File: src/rtl/dm_pkg.sv
// rtl/dm_pkg.sv - Shared size/error/state/byte-enable definitions for the data memory controller
//
// Purpose: common constants and helpers for dm_ctrl and dm_be_gen.
// Ports:   none (package).

package dm_pkg;

    // Access size codes as presented on req_size.
    localparam logic [1:0] SIZE_B = 2'b00;
    localparam logic [1:0] SIZE_H = 2'b01;
    localparam logic [1:0] SIZE_W = 2'b10;
    localparam logic [1:0] SIZE_X = 2'b11;

    // Response error codes.
    localparam logic [1:0] ERR_OK       = 2'b00;
    localparam logic [1:0] ERR_MISALIGN = 2'b01;
    localparam logic [1:0] ERR_RANGE    = 2'b10;
    localparam logic [1:0] ERR_SIZE     = 2'b11;

    // Controller state encoding.
    localparam logic [1:0] ST_IDLE   = 2'd0;
    localparam logic [1:0] ST_ACCESS = 2'd1;
    localparam logic [1:0] ST_LATCH  = 2'd2;
    localparam logic [1:0] ST_RESP   = 2'd3;

    // Byte-enable patterns.
    localparam logic [3:0] BE_B0 = 4'b0001;
    localparam logic [3:0] BE_H0 = 4'b0011;
    localparam logic [3:0] BE_H1 = 4'b1100;
    localparam logic [3:0] BE_W  = 4'b1111;

    // Request fields captured on acceptance.
    typedef struct packed {
        logic        we;
        logic [1:0]  size;
        logic        uns;
        logic [31:0] addr;
        logic [31:0] wdata;
    } dm_req_t;

    // Error code with fixed priority: illegal size, then misalignment, then range.
    function automatic logic [1:0] dm_check(input logic [1:0] size,
                                            input logic       misalign,
                                            input logic       in_range);
        if (size == SIZE_X) begin
            return ERR_SIZE;
        end else if (misalign) begin
            return ERR_MISALIGN;
        end else if (!in_range) begin
            return ERR_RANGE;
        end
        return ERR_OK;
    endfunction

endpackage

File: src/rtl/dm_be_gen.sv
// rtl/dm_be_gen.sv - Byte-enable and misalignment decode from access size and address offset
//
// Purpose: combinational lane decode, shared with CPU decode-stage checks.
// Ports:
//   size_i      in  2  access size code
//   off_i       in  2  byte offset addr[1:0]
//   be_o        out 4  byte enables (1111 for word or illegal size)
//   misalign_o  out 1  offset not a multiple of the access size

module dm_be_gen
    import dm_pkg::*;
(
    input  logic [1:0] size_i,
    input  logic [1:0] off_i,
    output logic [3:0] be_o,
    output logic       misalign_o
);

    always_comb begin
        be_o       = BE_W;
        misalign_o = 1'b0;
        case (size_i)
            SIZE_B: begin
                be_o = BE_B0 << off_i;
            end
            SIZE_H: begin
                be_o       = off_i[1] ? BE_H1 : BE_H0;
                misalign_o = off_i[0];
            end
            SIZE_W: begin
                misalign_o = |off_i;
            end
            default: begin
                // Illegal size is reported separately; lanes are don't-care.
                be_o = BE_W;
            end
        endcase
    end

endmodule

File: src/rtl/dm_ctrl.sv
// rtl/dm_ctrl.sv - Load/store initiator for the 4 KB data memory
//
// Purpose: accepts one load/store request, validates it, drives the data
//          memory for one access cycle, waits out the registered read and
//          returns the load data or an error code.
// Ports:
//   clk, rst                       clock, synchronous active-high reset
//   req_valid/req_ready            request handshake
//   req_we/req_size/req_unsigned   request type
//   req_addr/req_wdata             byte address, right-justified store data
//   resp_valid/resp_ready          response handshake
//   resp_rdata/resp_err            load data (0 for stores/errors), error code
//   dm_addr/dm_be/dm_din           memory word address, byte enables, write data
//   dm_wr/dm_op                    memory write strobe, zero-extend select
//   dm_dout                        memory read data (registered in memory)

module dm_ctrl
    import dm_pkg::*;
#(
    parameter logic [31:0] ADDR_BASE = 32'h0000_0000
) (
    input  logic        clk,
    input  logic        rst,
    input  logic        req_valid,
    output logic        req_ready,
    input  logic        req_we,
    input  logic [1:0]  req_size,
    input  logic        req_unsigned,
    input  logic [31:0] req_addr,
    input  logic [31:0] req_wdata,
    output logic        resp_valid,
    input  logic        resp_ready,
    output logic [31:0] resp_rdata,
    output logic [1:0]  resp_err,
    output logic [9:0]  dm_addr,
    output logic [3:0]  dm_be,
    output logic [31:0] dm_din,
    output logic        dm_wr,
    output logic        dm_op,
    input  logic [31:0] dm_dout
);

    logic [1:0]  state_q, state_d;
    dm_req_t     req_q, req_d;
    logic [3:0]  be_q, be_d;
    logic [1:0]  err_q, err_d;
    logic [31:0] rdata_q, rdata_d;

    logic [3:0]  gen_be;
    logic        gen_misalign;
    logic        in_range;
    logic [1:0]  new_err;
    logic        in_mem;

    dm_be_gen u_be_gen (
        .size_i     (req_size),
        .off_i      (req_addr[1:0]),
        .be_o       (gen_be),
        .misalign_o (gen_misalign)
    );

    assign in_range = (req_addr[31:12] == ADDR_BASE[31:12]);
    assign new_err  = dm_check(req_size, gen_misalign, in_range);

    always_comb begin
        state_d = state_q;
        req_d   = req_q;
        be_d    = be_q;
        err_d   = err_q;
        rdata_d = rdata_q;
        case (state_q)
            ST_IDLE: begin
                if (req_valid) begin
                    req_d   = '{we: req_we, size: req_size, uns: req_unsigned,
                                addr: req_addr, wdata: req_wdata};
                    be_d    = gen_be;
                    err_d   = new_err;
                    rdata_d = 32'h0;
                    // Rejected requests skip the memory entirely.
                    state_d = (new_err != ERR_OK) ? ST_RESP : ST_ACCESS;
                end
            end
            ST_ACCESS: begin
                state_d = ST_LATCH;
            end
            ST_LATCH: begin
                // dm_dout is already extended by the memory; stores return 0.
                rdata_d = req_q.we ? 32'h0 : dm_dout;
                state_d = ST_RESP;
            end
            default: begin
                if (resp_ready) begin
                    state_d = ST_IDLE;
                end
            end
        endcase
    end

    always_ff @(posedge clk) begin
        if (rst) begin
            state_q <= ST_IDLE;
            req_q   <= '0;
            be_q    <= BE_W;
            err_q   <= ERR_OK;
            rdata_q <= 32'h0;
        end else begin
            state_q <= state_d;
            req_q   <= req_d;
            be_q    <= be_d;
            err_q   <= err_d;
            rdata_q <= rdata_d;
        end
    end

    // Memory-side drive is only live while an access is in flight.
    assign in_mem  = (state_q == ST_ACCESS) || (state_q == ST_LATCH);
    assign dm_addr = in_mem ? req_q.addr[11:2] : 10'h0;
    assign dm_be   = in_mem ? be_q : BE_W;
    assign dm_op   = in_mem & req_q.uns;
    assign dm_din  = in_mem ? req_q.wdata : 32'h0;
    // Gating with rst keeps a reset during ACCESS from committing a write.
    assign dm_wr   = (state_q == ST_ACCESS) & req_q.we & ~rst;

    assign req_ready  = (state_q == ST_IDLE) & ~rst;
    assign resp_valid = (state_q == ST_RESP);
    assign resp_rdata = rdata_q;
    assign resp_err   = err_q;

endmodule

File: config.mk
export PLATFORM = sky130hd
export DESIGN_NAME = dm_ctrl
export DESIGN_NICKNAME = d
export VERILOG_FILES = /design/src/rtl/dm_pkg.sv /design/src/rtl/dm_be_gen.sv /design/src/rtl/dm_ctrl.sv
export SDC_FILE = /design/constraint.sdc
export NUM_CORES = 1
export LEC_CHECK = 0
export CORE_MARGIN = 10
export CORE_UTILIZATION = 30
export DETAILED_ROUTE_END_ITERATION = 8
export GPL_TIMING_DRIVEN = 0
export PLACE_DENSITY = 0.7
export SYNTH_ARGS = -nofsm -noshare
export SYNTH_HDL_FRONTEND = slang
export SYNTH_SLANG_ARGS = --single-unit
File: constraint.sdc
create_clock -name clk -period 2.1 [get_ports clk]
set_input_delay 0.315 -clock clk [delete_from_list [all_inputs] [get_ports clk]]
set_output_delay 0.315 -clock clk [all_outputs]
set_load 0.01 [all_outputs]
Figure 1. Floorplan with the power grid (run 1).
Pins as bars on the die edge.
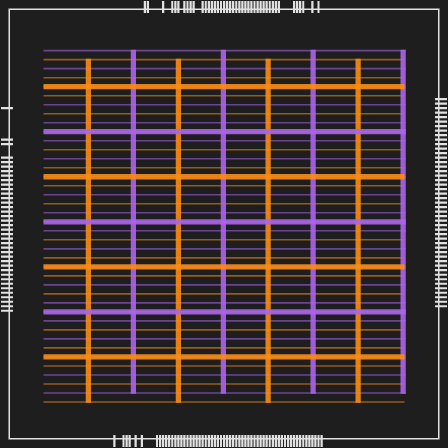
[orange] VSS
[purple] VDD
met5 straps: 7
met1 rails: 40
signal pins: 188
rows: 39

Figure 2. Clock routing (run 1).
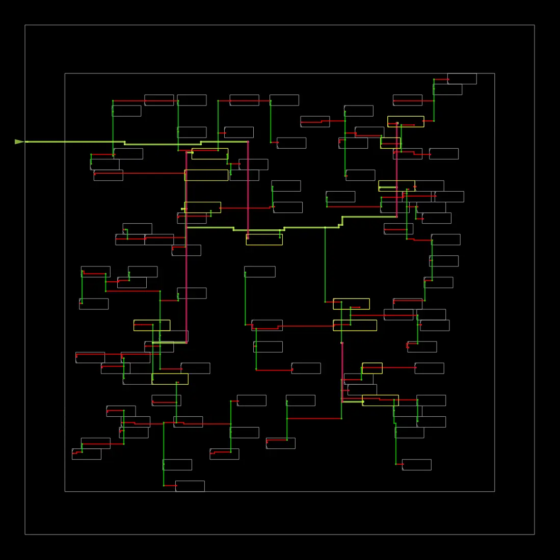
CTS Buf Count: 9
Late-Pin Clk Latency: 0.34 ns

Figure 3. Sequential cells grouped by signal name (run 1).
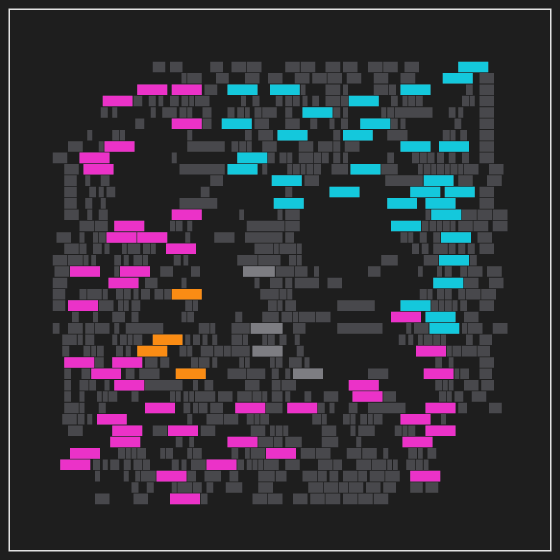
[cyan] resp_rdata | placed flops: 32
[orange] be_q | placed flops: 4
[magenta] req_q | placed flops: 44
not coloured: 4

Figure 4. Selected gate families (run 1).
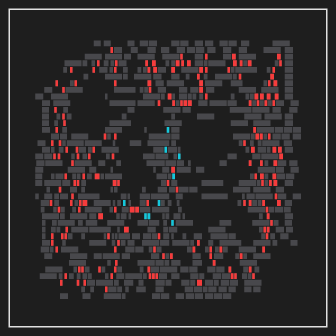
[cyan] inv cells | cells: 9 | where: centre
[red] nand cells | cells: 166 | where: spread over the die

==> flow_summary.json, run 1 <==
{
  "status": "finished clean",
  "finalCritPeriodShare_pct": 96.7,
  "layout_top_cells": "clkdlybuf4s50_1, nand2_1, dfxtp_1",
  "die_w_um": 129,
  "fillers": 1133,
  "grt_usage_pct": 14.7,
  "yosysSeqAreaShare_pct": 47.0,
  "critical_path.max_fanout": 10,
  "cts_buffer_depth": 2,
  "drt_iter0_markers": 125,
  "grt_max_degree": 13,
  "crit_start": "state_q[1]",
  "antenna_found_initial": 0,
  "fmax_ghz": 0.492,
  "htree_levels": 3,
  "powerDensity_nw_per_um2": 1130,
  "ys_warn_count": 0,
  "worstReg2RegEnd": "resp_rdata[14]",
  "rsz0062_at_grt": "no",
  "area_growth_pct": 65.4,
  "syn_area_um2": 3580,
  "die_height_um": 129,
  "drv_slew": 0,
  "clock_buffers": 11,
  "num_rows": 39,
  "cts_resized": 86,
  "nWellTaps": 143,
  "holdWs_ns": 0.449,
  "fp_util_pct": 31.0,
  "avgSynthCellArea_um2": 7.77,
  "ys_cells": 461,
  "vias_per_cell": 4.65,
  "remaining_drc_errors": 0,
  "routedWlPerCell_um": 15.8,
  "hold_buffers": 0,
  "comb-cell-share_pct": 28.6,
  "ir_drop_mv": 0.478,
  "synth_cells": 461,
  "routed_wl_mm": 12.7,
  "gp_congestion": 0.852,
  "core-area_um2": 11600,
  "critPathKind": "reg -> out",
  "utilization_pct": 51.2,
  "dieArea_um2": 16700,
  "cts_sinks": 84,
  "drtAntennaViolNets": 0,
  "hold_class": "reg -> reg",
  "reg2reg_depth": 7,
  "n_all_inverters": 9,
  "vias": 3740,
  "path_clk_slew_ns": 0.06,
  "tritoncts": "built",
  "fin_worst_skew_ns": 0.00278,
  "syn_nets": 573,
  "grt_pass1_vias": 3895,
  "final_nets": 771,
  "fin_crit_ns": 2.03,
  "n_antenna_cell": 0,
  "clk_share_pct": 5.28,
  "worst_slack_ns": 0.0693,
  "io_pins": 188,
  "required_ns": 1.78,
  "comb_cells": 333,
  "largest_class": "buffers",
  "dp_slack_ns": -0.490,
  "report.final.setup_viol": 0
}
[run 1: cell usage after synthesis]
| cell type | n | area [um2] |
|---|---|---|
| nor3b_1 | 1 | 7.51 |
| clkbuf_1 | 17 | 63.8 |
| o221ai_1 | 1 | 8.76 |
| and2_1 | 43 | 269 |
| inv_1 | 9 | 33.8 |
| or4_1 | 1 | 7.51 |
| o2111a_1 | 1 | 11.3 |
| buf_6 | 5 | 56.3 |
| o21bai_1 | 1 | 7.51 |
| a21oi_4 | 1 | 16.3 |
| a21oi_1 | 76 | 380 |
| nand3_1 | 35 | 175 |
| o211ai_1 | 1 | 7.51 |
| dfxtp_1 | 84 | 1680 |
| a211oi_1 | 2 | 15.0 |
| o22a_1 | 1 | 8.76 |
| buf_2 | 13 | 65.1 |
| o21ai_2 | 1 | 8.76 |
| ha_1 | 8 | 100 |
| a311oi_1 | 1 | 8.76 |
| o21ai_0 | 6 | 30.0 |
| nand2b_1 | 5 | 31.3 |
| nand2_1 | 125 | 469 |
| nor3_1 | 3 | 15.0 |
| nand4_1 | 1 | 6.26 |
| and2_4 | 1 | 8.76 |
| a31oi_1 | 1 | 6.26 |
| nor2_1 | 10 | 37.5 |
| nor4_1 | 5 | 31.3 |
| o21ai_1 | 1 | 5.00 |
| and3_1 | 1 | 6.26 |
[run 1: logic make-up (layout without fill, tap and decap cells)]
| logic type | after synthesis | in the layout | share of synthesized area (%) |
|---|---|---|---|
| compound gates | 94 | 94 | 14.4 |
| fa+ha+maj | 8 | 8 | 2.80 |
| flops | 84 | 84 | 47.0 |
| buf+inv | 44 | 244 | 6.12 |
| simple gates | 231 | 231 | 29.7 |
[run 1: power breakdown]
part / internal [W] / leakage, nW / switching [W]
Sequential: 0.00190 / 0.685 / 0.000144
Clock: 0.00109 / 0.154 / 0.000602
Combinational: 0.00134 / 1.50 / 0.00160
Total: 0.00433 / 2.34 / 0.00235
[run 1: state kept, by name, summed over array words and instances, names as in the netlist]
register    cells
req_q          44
be_q            4
state_q         2
resp_err        2
resp_rdata     32
[run 1: critical path: stages (launching register included)]
cell and delay (ns):
dfxtp_2 0.34, inv_1 0.09, ha_4 0.31, buf_8 0.13, clkbuf_8 0.15, and2_1 0.14, clkdlybuf4s15_2 0.23
[run 1: worst min-delay path by stage]
stage | start | to | slack [ns] | depth (start not counted)
floorplan | be_q[1] | be_q[1] | 0.43 | 2
global route | req_q[13] | req_q[13] | 0.46 | 2
finish | req_q[25] | req_q[25] | 0.45 | 2
CTS | rst | state_q[1] | 0.45 | 4
global placement | req_q[6] | req_q[6] | 0.44 | 2
detailed placement | req_q[13] | req_q[13] | 0.44 | 2
[run 1: routing by layer]
layer / wire length [um] / global-route usage (%) / share of wire [%] / vias to the layer above
met4: 145 / 5.55 / 1.1 / 0
met3: 1050 / 5.30 / 8.2 / 13
met5: 0 / 0 / 0 / -
met1: 5220 / 16.1 / 41 / 1700
met2: 6270 / 25.6 / 49 / 117
li1: - / - / - / 1910
[run 1: through the flow]
step	total power [W]	TNS, ns	instance area [um2]
after floorplan	0.00365	0	3580
after global placement	0.00485	-10.87	5620
after detailed placement	0.00491	-11.80	5620
after CTS	0.00675	-0.00335	5970
after global routing	0.00710	0	5920
final	0.00667	0	5920
Figure 5. The metal 1 layer (run 1).
Supply wires on this layer in grey.
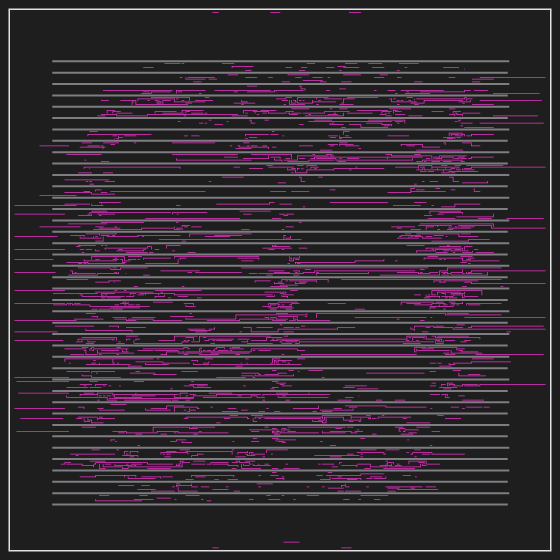

==> run 1 -> run 2 <==
--- a/config.mk
+++ b/config.mk
@@ -10,6 +10,8 @@
 export DETAILED_ROUTE_END_ITERATION = 8
 export GPL_TIMING_DRIVEN = 0
 export PLACE_DENSITY = 0.7
+export REMOVE_ABC_BUFFERS = 1
+export SLEW_MARGIN = 10
 export SYNTH_ARGS = -nofsm -noshare
 export SYNTH_HDL_FRONTEND = slang
 export SYNTH_SLANG_ARGS = --single-unit
Figure 6. The metal 1 layer (run 2).
Supply wires on this layer in grey.
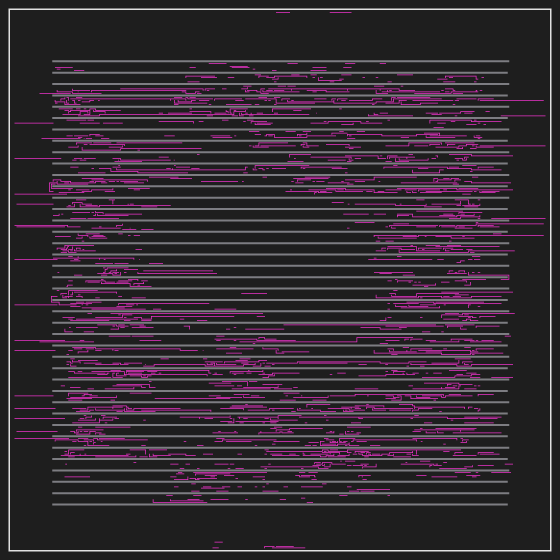
longest straight run: 36.3 um
nets with wire on the layer: 660
wire length on this layer: 5150 um
main direction: horizontal

==> run 2 against run 1 <==
Compared with the run above:
- maximum frequency grew 0.42%
- cell count shrank 2.6%
- largest power group unchanged
- sequential power is essentially flat
- global-route usage shrank 0.53 points
- clock-buffer cell count grew 1
- critical path depth shrank 1
- total power shrank 1.1%
- clock skew grew 0.0021 ns
- die size is the same
- routed wire length shrank 0.54%
==> flow_summary.json, run 2 <==
{
  "ir_drop_mv": 0.674,
  "fmax_ghz": 0.495,
  "grt.met1_usage_pct": 15.7,
  "netlist.area_leader.share_pct": 47.0,
  "area_growth_pct": 64.2,
  "area_leaders": "dfxtp_1, nand2_1, a21oi_1, and2_1, nand3_1",
  "sw_frac_of_total_pct": 37.6,
  "utilization_pct": 50.8,
  "cp_slowest_cell": "dfxtp_2",
  "core-area_um2": 11600,
  "rsz0062_at_grt": "yes",
  "worstSkewPairLatency_ns": 0.33,
  "critical_path.max_fanout": 12,
  "num_rows": 39,
  "finalCritPeriodShare_pct": 96.3,
  "mux_area_share_pct": 0,
  "critPathKind": "reg -> out",
  "ys_cells": 461,
  "edf_count": 0,
  "yosysSeqAreaShare_pct": 47.0,
  "cts_buffer_depth": 2,
  "final_nets": 747,
  "ys_sh_aoi_pct": 14.4,
  "slowest_delay_ns": 0.38,
  "yosysMostFrequentCell": "nand2_1",
  "combPwrFrac_pct": 44.7,
  "fin_worst_skew_ns": 0.00488,
  "worst_slack_ns": 0.0778,
  "grt_pass1_vias": 3682,
  "status": "finished clean",
  "cts_sinks": 84,
  "fillers": 1112,
  "routedWlPerCell_um": 16.1,
  "required_ns": 1.78,
  "n_antenna_cell": 0,
  "top_area_cell": "dfxtp_1",
  "grt_usage_pct": 14.2,
  "io_pins": 188,
  "critical_path_buf_inv_count": 3,
  "htree_levels": 3,
  "grt_util_met3_pct": 7.38,
  "synth_cells": 461
}
Figure 7. Selected gate families (run 2).
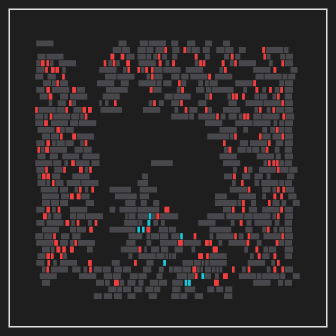
[cyan] inv cells | cells: 9
[red] nand cells | cells: 166 | where: spread over the die

run 2: cell types whose count changed in the layout (fill, tap and decap cells not counted), sizes merged, moves of 2 or more:
cell,delta
buf,-11
clkbuf,-26
clkdlybuf4s15,+4
clkinv,+2
dlygate4sd2,+8
run 2: timing repair:
action | in CTS | in global routing
gates resized | 57 | 15
pin swaps | 1 | 2
buffers inserted | 4 | 3
cloned | 1 | 1
endpoints found under the hold margin | 0 | 0
setup endpoints to repair | 82 | 45
run 2: final cells by class:
class / instances / area [um2] / area share (%)
clock buffers: 12 / 256 / 4.36
clock inverters: 4 / 47.5 / 0.809
inverters: 9 / 33.8 / 0.575
multi-input cells: 335 / 1740 / 29.6
flip-flops and latches: 84 / 1680 / 28.6
well taps: 143 / 179 / 3.04
repair buffers: 196 / 1940 / 33.0
run 2: logic make-up after synthesis:
family,after synthesis
compound gates,94
fa+ha+maj,8
buf+inv,44
flops,84
simple gates,231
run 2: metrics by stage:
step	setup TNS (ns)	cell area, um2	hold slack (ns)	instances	total power (W)
2_1_floorplan	-10.84	3390	0.384	426	0.00336
3_3_place_gp	-140.29	5450	0.437	756	0.00455
3_5_place_dp	-39.25	5480	0.443	758	0.00466
4_1_cts	0	5810	0.407	779	0.00655
5_1_grt	0	5880	0.367	783	0.00707
6_report	0	5880	0.335	783	0.00660
run 2: path summary, 6_finish.rpt:
path,start,to,depth (start not counted)
max,state_q[1],dm_din[5],5
min,rst,state_q[0],2
max reg2reg,state_q[1],state_q[0],6
min reg2reg,req_q[31],req_q[31],2
run 2: power groups by stage:
stage / sequential, W / clock [W] / combinational (W)
after floorplan: 0.00210 / 0 / 0.00127
after CTS: 0.00204 / 0.00165 / 0.00285
final: 0.00204 / 0.00161 / 0.00295
after detailed placement: 0.00207 / 0 / 0.00260
after global routing: 0.00208 / 0.00173 / 0.00326
after global placement: 0.00205 / 0 / 0.00250
run 2: routing by layer:
metal	up-vias	part of all wire, %
met5	-	0
met4	0	1.3
met3	13	13
met2	133	45
met1	1669	41
li1	1864	-
Power and IR drop assume default switching activity.
